## src/rtl/spw_rx_defs.sv

```systemverilog
// ---------------------------------------------------------------------------
// spw_rx_defs
// Shared definitions for the SpaceWire receive data path: control N-char
// codes, flow-control credit constants, and the receive FSM state encoding.
// ---------------------------------------------------------------------------
package spw_rx_defs;

    // Control N-chars: bit 8 set marks a control character
    localparam logic [8:0] NCHAR_EOP = 9'h100;
    localparam logic [8:0] NCHAR_EEP = 9'h101;

    // Flow control: one FCT grants 8 N-chars of credit, at most 56 outstanding
    localparam logic [5:0] FCT_CREDIT       = 6'd8;
    localparam logic [5:0] CREDIT_MAX       = 6'd56;
    localparam logic [5:0] CREDIT_REQ_LIMIT = 6'd48;

    typedef enum logic [1:0] {
        WAIT_RUN   = 2'd0,
        IDLE       = 2'd1,
        IN_PKT     = 2'd2,
        INSERT_EEP = 2'd3
    } rx_state_e;

    // EOP and EEP both terminate a packet
    function automatic logic is_pkt_end(input logic [8:0] nchar);
        return nchar[8];
    endfunction

    // States in which N-chars are accepted and credit may be requested
    function automatic logic is_link_state(input rx_state_e st);
        return (st == IDLE) || (st == IN_PKT);
    endfunction

endpackage

```

## src/rtl/rx_timecode_check.sv

```systemverilog
// ---------------------------------------------------------------------------
// rx_timecode_check
// Holds the last received time-code and raises a one-cycle tick when the new
// time value is the previous value plus one (modulo 64).
//   pclk_rx        in   receive clock
//   enable_rx      in   async active-low reset
//   time_en        in   time-codes are accepted only while high (link running)
//   rx_got_time    in   strobe: time-code delivered
//   rx_time        in   [7:6] flags, [5:0] time value
//   timecode_rx_o  out  last accepted time-code
//   tickout_rx     out  strobe: sequential time-code accepted
// ---------------------------------------------------------------------------
module rx_timecode_check (
    input  logic       pclk_rx,
    input  logic       enable_rx,
    input  logic       time_en,
    input  logic       rx_got_time,
    input  logic [7:0] rx_time,
    output logic [7:0] timecode_rx_o,
    output logic       tickout_rx
);

    logic [7:0] tc_q, tc_d;
    logic       tick_q, tick_d;
    logic [5:0] next_val;

    always_comb begin
        // 6-bit add wraps 63 -> 0, so the wrap counts as sequential
        next_val = tc_q[5:0] + 6'd1;
        tc_d     = tc_q;
        tick_d   = 1'b0;
        if (rx_got_time && time_en) begin
            tc_d   = rx_time;
            tick_d = (rx_time[5:0] == next_val);
        end
    end

    always_ff @(posedge pclk_rx or negedge enable_rx) begin
        if (!enable_rx) begin
            tc_q   <= 8'd0;
            tick_q <= 1'b0;
        end else begin
            tc_q   <= tc_d;
            tick_q <= tick_d;
        end
    end

    assign timecode_rx_o = tc_q;
    assign tickout_rx    = tick_q;

endmodule

```

## src/rtl/rx_data_receive.sv

```systemverilog
// ---------------------------------------------------------------------------
// rx_data_receive
// Receive-side data path: forwards decoded N-chars to the host FIFO under
// credit control, requests FCTs, terminates an open packet with EEP on link
// loss, and tracks time-codes.
//   pclk_rx        in   receive clock
//   enable_rx      in   async active-low reset
//   link_run       in   link state machine is in Run
//   rx_got_nchar   in   strobe: N-char from decoder
//   rx_nchar       in   N-char (9'h100 EOP, 9'h101 EEP)
//   rx_got_time    in   strobe: time-code from decoder
//   rx_time        in   time-code
//   fifo_free      in   free host FIFO slots (0..64)
//   fct_sent       in   strobe: transmitter sent one FCT
//   rx_data_o      out  N-char to host FIFO
//   rxwrite_rx     out  host FIFO write strobe
//   fct_req        out  request one FCT
//   rx_credit      out  outstanding credit (0..56)
//   credit_error   out  sticky: N-char received without credit
//   timecode_rx_o  out  last time-code
//   tickout_rx     out  strobe: sequential time-code
// ---------------------------------------------------------------------------
module rx_data_receive
    import spw_rx_defs::*;
(
    input  logic       pclk_rx,
    input  logic       enable_rx,
    input  logic       link_run,
    input  logic       rx_got_nchar,
    input  logic [8:0] rx_nchar,
    input  logic       rx_got_time,
    input  logic [7:0] rx_time,
    input  logic [6:0] fifo_free,
    input  logic       fct_sent,
    output logic [8:0] rx_data_o,
    output logic       rxwrite_rx,
    output logic       fct_req,
    output logic [5:0] rx_credit,
    output logic       credit_error,
    output logic [7:0] timecode_rx_o,
    output logic       tickout_rx
);

    rx_state_e  state_q, state_d;
    logic [1:0] sync_q, sync_d;
    logic [8:0] data_q, data_d;
    logic       write_q, write_d;
    logic       fct_req_q, fct_req_d;
    logic [5:0] credit_q, credit_d;
    logic       err_q, err_d;

    logic       active;
    logic       accept;
    logic       fct_ok;

    always_comb begin
        // Reset release is brought into the clock domain before the FSM may
        // leave WAIT_RUN
        sync_d = {sync_q[0], 1'b1};

        active = is_link_state(state_q) && link_run;
        accept = rx_got_nchar && active && (credit_q != 6'd0);
        // Guard keeps credit from ever exceeding CREDIT_MAX
        fct_ok = fct_sent && link_run && (credit_q <= CREDIT_MAX - FCT_CREDIT);

        state_d = state_q;
        case (state_q)
            WAIT_RUN:   if (link_run && sync_q[1]) state_d = IDLE;
            IDLE: begin
                if (!link_run)                              state_d = WAIT_RUN;
                else if (accept && !is_pkt_end(rx_nchar))   state_d = IN_PKT;
            end
            IN_PKT: begin
                if (!link_run)                              state_d = INSERT_EEP;
                else if (accept && is_pkt_end(rx_nchar))    state_d = IDLE;
            end
            INSERT_EEP: state_d = WAIT_RUN;
            default:    state_d = WAIT_RUN;
        endcase

        if (!link_run)
            credit_d = 6'd0;
        else
            credit_d = credit_q + (fct_ok ? FCT_CREDIT : 6'd0) - {5'd0, accept};

        // Link loss inside a packet wins over any N-char in that cycle
        data_d  = data_q;
        write_d = 1'b0;
        if (state_q == IN_PKT && !link_run) begin
            data_d  = NCHAR_EEP;
            write_d = 1'b1;
        end else if (accept) begin
            data_d  = rx_nchar;
            write_d = 1'b1;
        end

        err_d = err_q | (rx_got_nchar && active && (credit_q == 6'd0));

        // Evaluated on next-cycle state/credit so fct_req lines up with rx_credit
        fct_req_d = is_link_state(state_d) && (credit_d <= CREDIT_REQ_LIMIT) &&
                    (fifo_free >= ({1'b0, credit_d} + {1'b0, FCT_CREDIT}));
    end

    always_ff @(posedge pclk_rx or negedge enable_rx) begin
        if (!enable_rx) begin
            state_q   <= WAIT_RUN;
            sync_q    <= 2'b00;
            data_q    <= 9'd0;
            write_q   <= 1'b0;
            fct_req_q <= 1'b0;
            credit_q  <= 6'd0;
            err_q     <= 1'b0;
        end else begin
            state_q   <= state_d;
            sync_q    <= sync_d;
            data_q    <= data_d;
            write_q   <= write_d;
            fct_req_q <= fct_req_d;
            credit_q  <= credit_d;
            err_q     <= err_d;
        end
    end

    assign rx_data_o    = data_q;
    assign rxwrite_rx   = write_q;
    assign fct_req      = fct_req_q;
    assign rx_credit    = credit_q;
    assign credit_error = err_q;

    rx_timecode_check u_tc (
        .pclk_rx       (pclk_rx),
        .enable_rx     (enable_rx),
        .time_en       (link_run),
        .rx_got_time   (rx_got_time),
        .rx_time       (rx_time),
        .timecode_rx_o (timecode_rx_o),
        .tickout_rx    (tickout_rx)
    );

endmodule
```

## config.mk

```make
export PLATFORM = sky130hd
export DESIGN_NAME = rx_data_receive
export DESIGN_NICKNAME = d
export VERILOG_FILES = /design/src/rtl/spw_rx_defs.sv /design/src/rtl/rx_timecode_check.sv /design/src/rtl/rx_data_receive.sv
export SDC_FILE = /design/constraint.sdc
export NUM_CORES = 1
export LEC_CHECK = 0
export CORE_AREA = 2 2 88 90
export CTS_CLUSTER_DIAMETER = 30
export DETAILED_ROUTE_END_ITERATION = 8
export DIE_AREA = 0 0 90 92
export HOLD_SLACK_MARGIN = 0.05
export MAX_ROUTING_LAYER = met4
export PLACE_DENSITY_LB_ADDON = 0.2
export SYNTH_ARGS = -nofsm -noshare
export SYNTH_HDL_FRONTEND = slang
export SYNTH_SLANG_ARGS = --single-unit
export TNS_END_PERCENT = 20
```

## constraint.sdc

```tcl
create_clock -name pclk_rx -period 3.1 [get_ports pclk_rx]
set_input_delay 0.93 -clock pclk_rx [delete_from_list [all_inputs] [get_ports pclk_rx]]
set_output_delay 0.93 -clock pclk_rx [all_outputs]
set_load 0.02 [all_outputs]
```

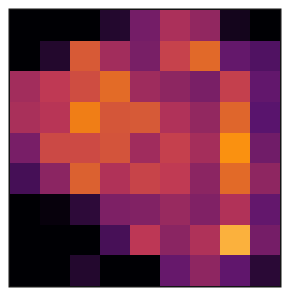
*Cell density map, run 1*
Scale: 3 px per um. 9 x 9 tiles, from black (low) to pale yellow (high), 0 to 100% covered.
densest ninth of the die	middle
emptiest ninth of the die	bottom left
nearly empty tiles	17%
fullest tile	83%
mean over tiles	34%

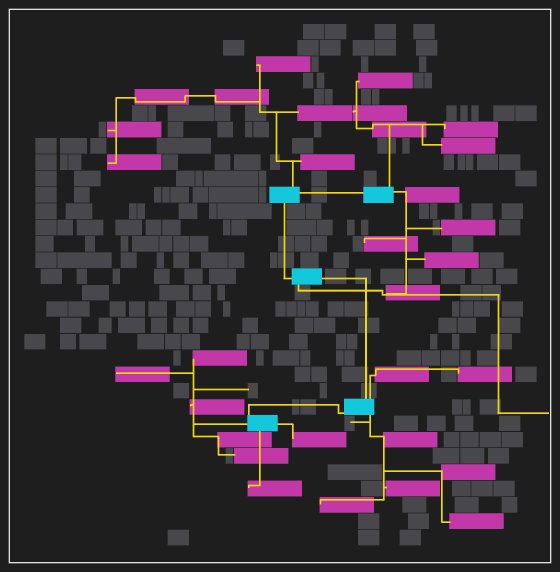
*Routed clock nets over the placement, run 1*
Scale: 6 px per um.
[flip-flops] magenta | count: 31
[clock wires] yellow | length: 464 um
[clock drivers] cyan | count: 5
routed clock nets	6

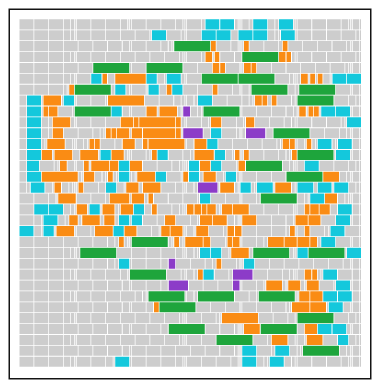
*Placement by cell class, run 1*
Scale: 4 px per um. Fill, decap, tap and diode cells in grey.
class	colour	cells
remaining buffers and delay cells	cyan	91
combinational and other logic	orange	149
sequential cells	green	31
clock drivers and dummy loads	purple	8

==> results_slide.txt, run 1 <==
Key Metrics from the Run

Outcome
  • Outcome: finished with violations
  • Failing checks: setup timing

Synth
  • Area fraction in mux cells: 0.0538
  • Mapped cell area: 1860 um^2
  • Simple-Gate Area Share: 0.149
  • Post-synth EDFFs: 0
  • Cell type with the largest total area: dfrtp_1
  • Chip Area, Yosys: 1860 um^2
  • XOR/XNOR Area Share: 0.0612
  • Commonest cells post-synth: 31 x dfrtp_1, 28 x nand2_1, 20 x ha_1
  • Unique masters post-synth: 42
  • Post-synth regs: 31
  • Largest cells by area after synthesis: dfrtp_1 42%, ha_1 13%, nand2_1 5.7%
  • Yosys warning tally: 0
  • Adder share: 0.145

Cells and area
  • Finished Layout Cells: ~380
  • Register area: a little under 800 um^2
  • Clock-cell share: 0.0282
  • Logic Gate Count: between 100 and 150
  • Biggest Area Class: multi-input combinational cells
  • Multi-input gate area: 1080 um^2
  • Logic share of the area: 0.364
  • NonClk Buf Share: 0.278
  • Clock Buffer Count: 5
  • Nets: 329

Setup path
  • RR Startpoint: state_q[0]$_DFF_PN0_
  • Reg2reg end: fct_req$_DFF_PN0_
  • CP endpoint: fct_req$_DFF_PN0_
  • CP max stage delay: 340 ps
  • Worst R2R Path Depth: 18
  • Critical path class: input pin to flop

Routing
  • Met3 routed WL: 274 um
  • Starting DRT DRC Count: 31
  • Final ANT Viol Nets: 0
  • Highest metal used: met4
  • Routed via count: 1,610
  • DR DRC count: 0
  • WL met2: just over 2 mm
  • Routed WL: 4.52 mm

Final timing
  • Final setup fails: 1
  • Slew Viols, Final: 0
  • Fmax achieved: 312 MHz
  • Fin worst setup slack: -104 ps

Global route
  • Met2 Usage GRT: 0.189
  • Largest net degree at the start of global routing: 32
  • Grt total ovfl: 0

Place
  • Cells after DPL: 369
  • HPWL after DPL: 3.48 mm

Pwr
  • PD cells: 873 nW/um^2
  • Clock power share: 0.117

Min path
  • Hold Path Origin: sync_q[0]$_DFF_PN0_
  • Hold path cells: 0

Floorplanning
  • Top Ports: approximately 57
  • Die height: 92 um
  • Die area: 8280 um^2

Job
  • Max cap viols: 0

Clocking
  • TritonCTS Buffers: 5
  • Clock-pin slew of the registers on the worst-case setup and hold paths: about 60 ps
### The clock network, run 1

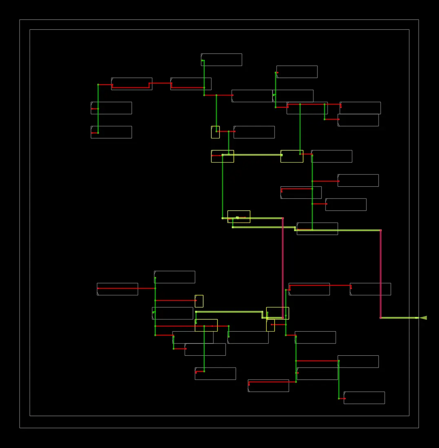

==> run 1 -> run 2 <==
Settings changed: CELL_PAD_IN_SITES_DETAIL_PLACEMENT set to 1, CELL_PAD_IN_SITES_GLOBAL_PLACEMENT set to 2, CORE_AREA 2 2 88 90 to 2 2 90 92, CTS_BUF_LIST set to sky130_fd_sc_hd__clkbuf_16, DIE_AREA 0 0 90 92 to 0 0 92 94.
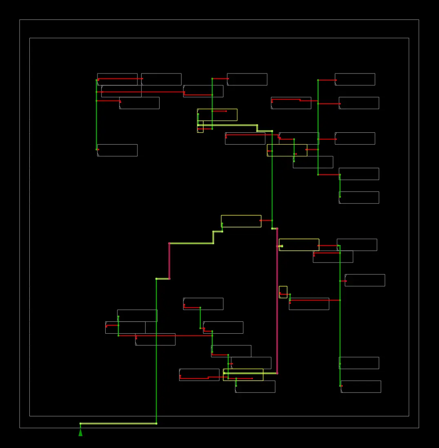
*The clock network, run 2*
clk ins delay skew pair: 270 ps
Clock net power: 0.448 mW
TritonCTS Buffers: 5
Clock Buffer Count: 5

==> run 2 against run 1 <==
  * The run still ends with setup timing left
  * Non-clock buffer count is the same
  * Sequential power fell by 0.8%
  * Fmax decreased by 0.95%
  * Die size is 4.4% higher
  * Critical endpoint unchanged
==> results_slide.txt, run 2 <==
Key Metrics from the Run

Routing
  • Routed via count: 1,680 (+4.3%)
  • Starting DRT DRC Count: 55 (+77%)
  • Routed WL: 5.04 mm (+12%)
  • DR DRC count: 0 (unchanged)
  • Met3 routed WL: 187 um (-32%)
  • Highest metal used: met4
  • WL met2: 2.56 mm (+27%)
  • Final ANT Viol Nets: 0 (unchanged)

Global route
  • Grt total ovfl: 0 (unchanged)
  • Met2 Usage GRT: 0.216 (+0.0271)
  • Largest net degree at the start of global routing: 32 (unchanged)
  • Total GRT Usage: 0.130
  • Gr busiest metal: met2

Synth
  • Yosys warning tally: 0 (unchanged)
  • Cell type with the largest total area: dfrtp_1
  • XOR/XNOR Area Share: 0.0612 (unchanged)
  • Adder share: 0.145 (unchanged)
  • Unique masters post-synth: 42 (unchanged)
  • Commonest cells post-synth: 31 x dfrtp_1, 28 x nand2_1, 20 x ha_1
  • Synth Seq Share: 0.417
  • Chip Area, Yosys: 1860 um^2 (unchanged)
  • Post-synth EDFFs: 0 (unchanged)
  • Post-synth regs: 31 (unchanged)
  • Largest cells by area after synthesis: dfrtp_1 42%, ha_1 13%, nand2_1 5.7%
  • Mapped cell area: 1860 um^2 (unchanged)
  • Cell count in the Yosys report: 184
  • Simple-Gate Area Share: 0.149 (unchanged)
  • Area fraction in mux cells: 0.0538 (unchanged)

Cells and area
  • Logic Gate Count: 130 (unchanged)
  • Biggest Area Class: multi-input combinational cells
  • Register area: 776 um^2 (unchanged)
  • Finished Layout Cells: 380 (-0.26%)
  • Clock-cell share: 0.0437 (+0.0155)
  • Nets: 329 (unchanged)
  • Most frequent logic cells in the routed design: 53 x clkdlybuf4s50_1, 35 x buf_4, 31 x dfrtp_1
  • NonClk Buf Share: 0.270 (-0.00717)
  • Fill count: roughly 870
  • Logic share of the area: 0.366 (+0.00165)
  • Multi-input gate area: 1120 um^2 (+3.6%)

Outcome
  • Failing checks: setup timing
  • Outcome: finished with violations

Setup path
  • Reg2reg end: fct_req$_DFF_PN0_
  • Most common cell on crit path: buf_4
  • Worst R2R Path Depth: 18 (unchanged)
  • Critical path class: input pin to flop
  • WP depth: 16
  • CP max stage delay: 260 ps (-80 ps)
  • Crit. Startpoint: link_run
  • RR Startpoint: state_q[1]$_DFF_PN0_
  • CP endpoint: fct_req$_DFF_PN0_

Pwr
  • Comb power frac: 0.618
  • Comb group: 1.69 mW
  • Clock power share: 0.164 (+0.047)
  • Worst IR drop on VDD: 0.339 mV
  • PD cells: 894 nW/um^2 (+2.3%)

Min path
  • Hold Path Origin: sync_q[0]$_DFF_PN0_
  • Hold path cells: 0 (unchanged)

Final timing
  • Slew Viols, Final: 0 (unchanged)
  • Ratio of final minimum period to clock period: 1.04
  • Fin worst setup slack: -135 ps (-30.7 ps)
  • Fmax achieved: 309 MHz (-0.95%)
  • RSZ-0062 raised after global routing: true
  • Final setup fails: 1 (unchanged)

Place
  • Cells after DPL: 370 (+0.27%)
  • HPWL after DPL: 3.99 mm (+15%)
  • Final estimated routing congestion in global placement: just under 0.8

Clocking
  • CTS tree: built
  • Clock-pin slew of the registers on the worst-case setup and hold paths: 50 ps (about the same)
  • Clk buf depth: 2

Floorplanning
  • Die area: 8650 um^2 (+4.4%)
  • FP Core Util: 0.244
  • Die height: 94 um (+2.2%)
  • Top Ports: 57 (unchanged)

Job
  • Max cap viols: 0 (unchanged)
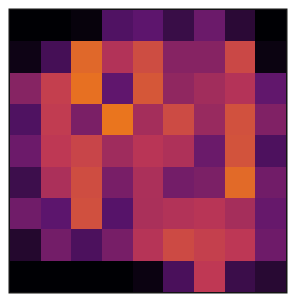
*Cell density map, run 2*
Scale: 3 px per um. 9 x 9 tiles, from black (low) to pale yellow (high), 0 to 100% covered.
mean over tiles	34%
nearly empty tiles	9.9%
densest ninth of the die	middle
fullest tile	68%

No activity file was given, so power comes from the tool's default toggle rates.
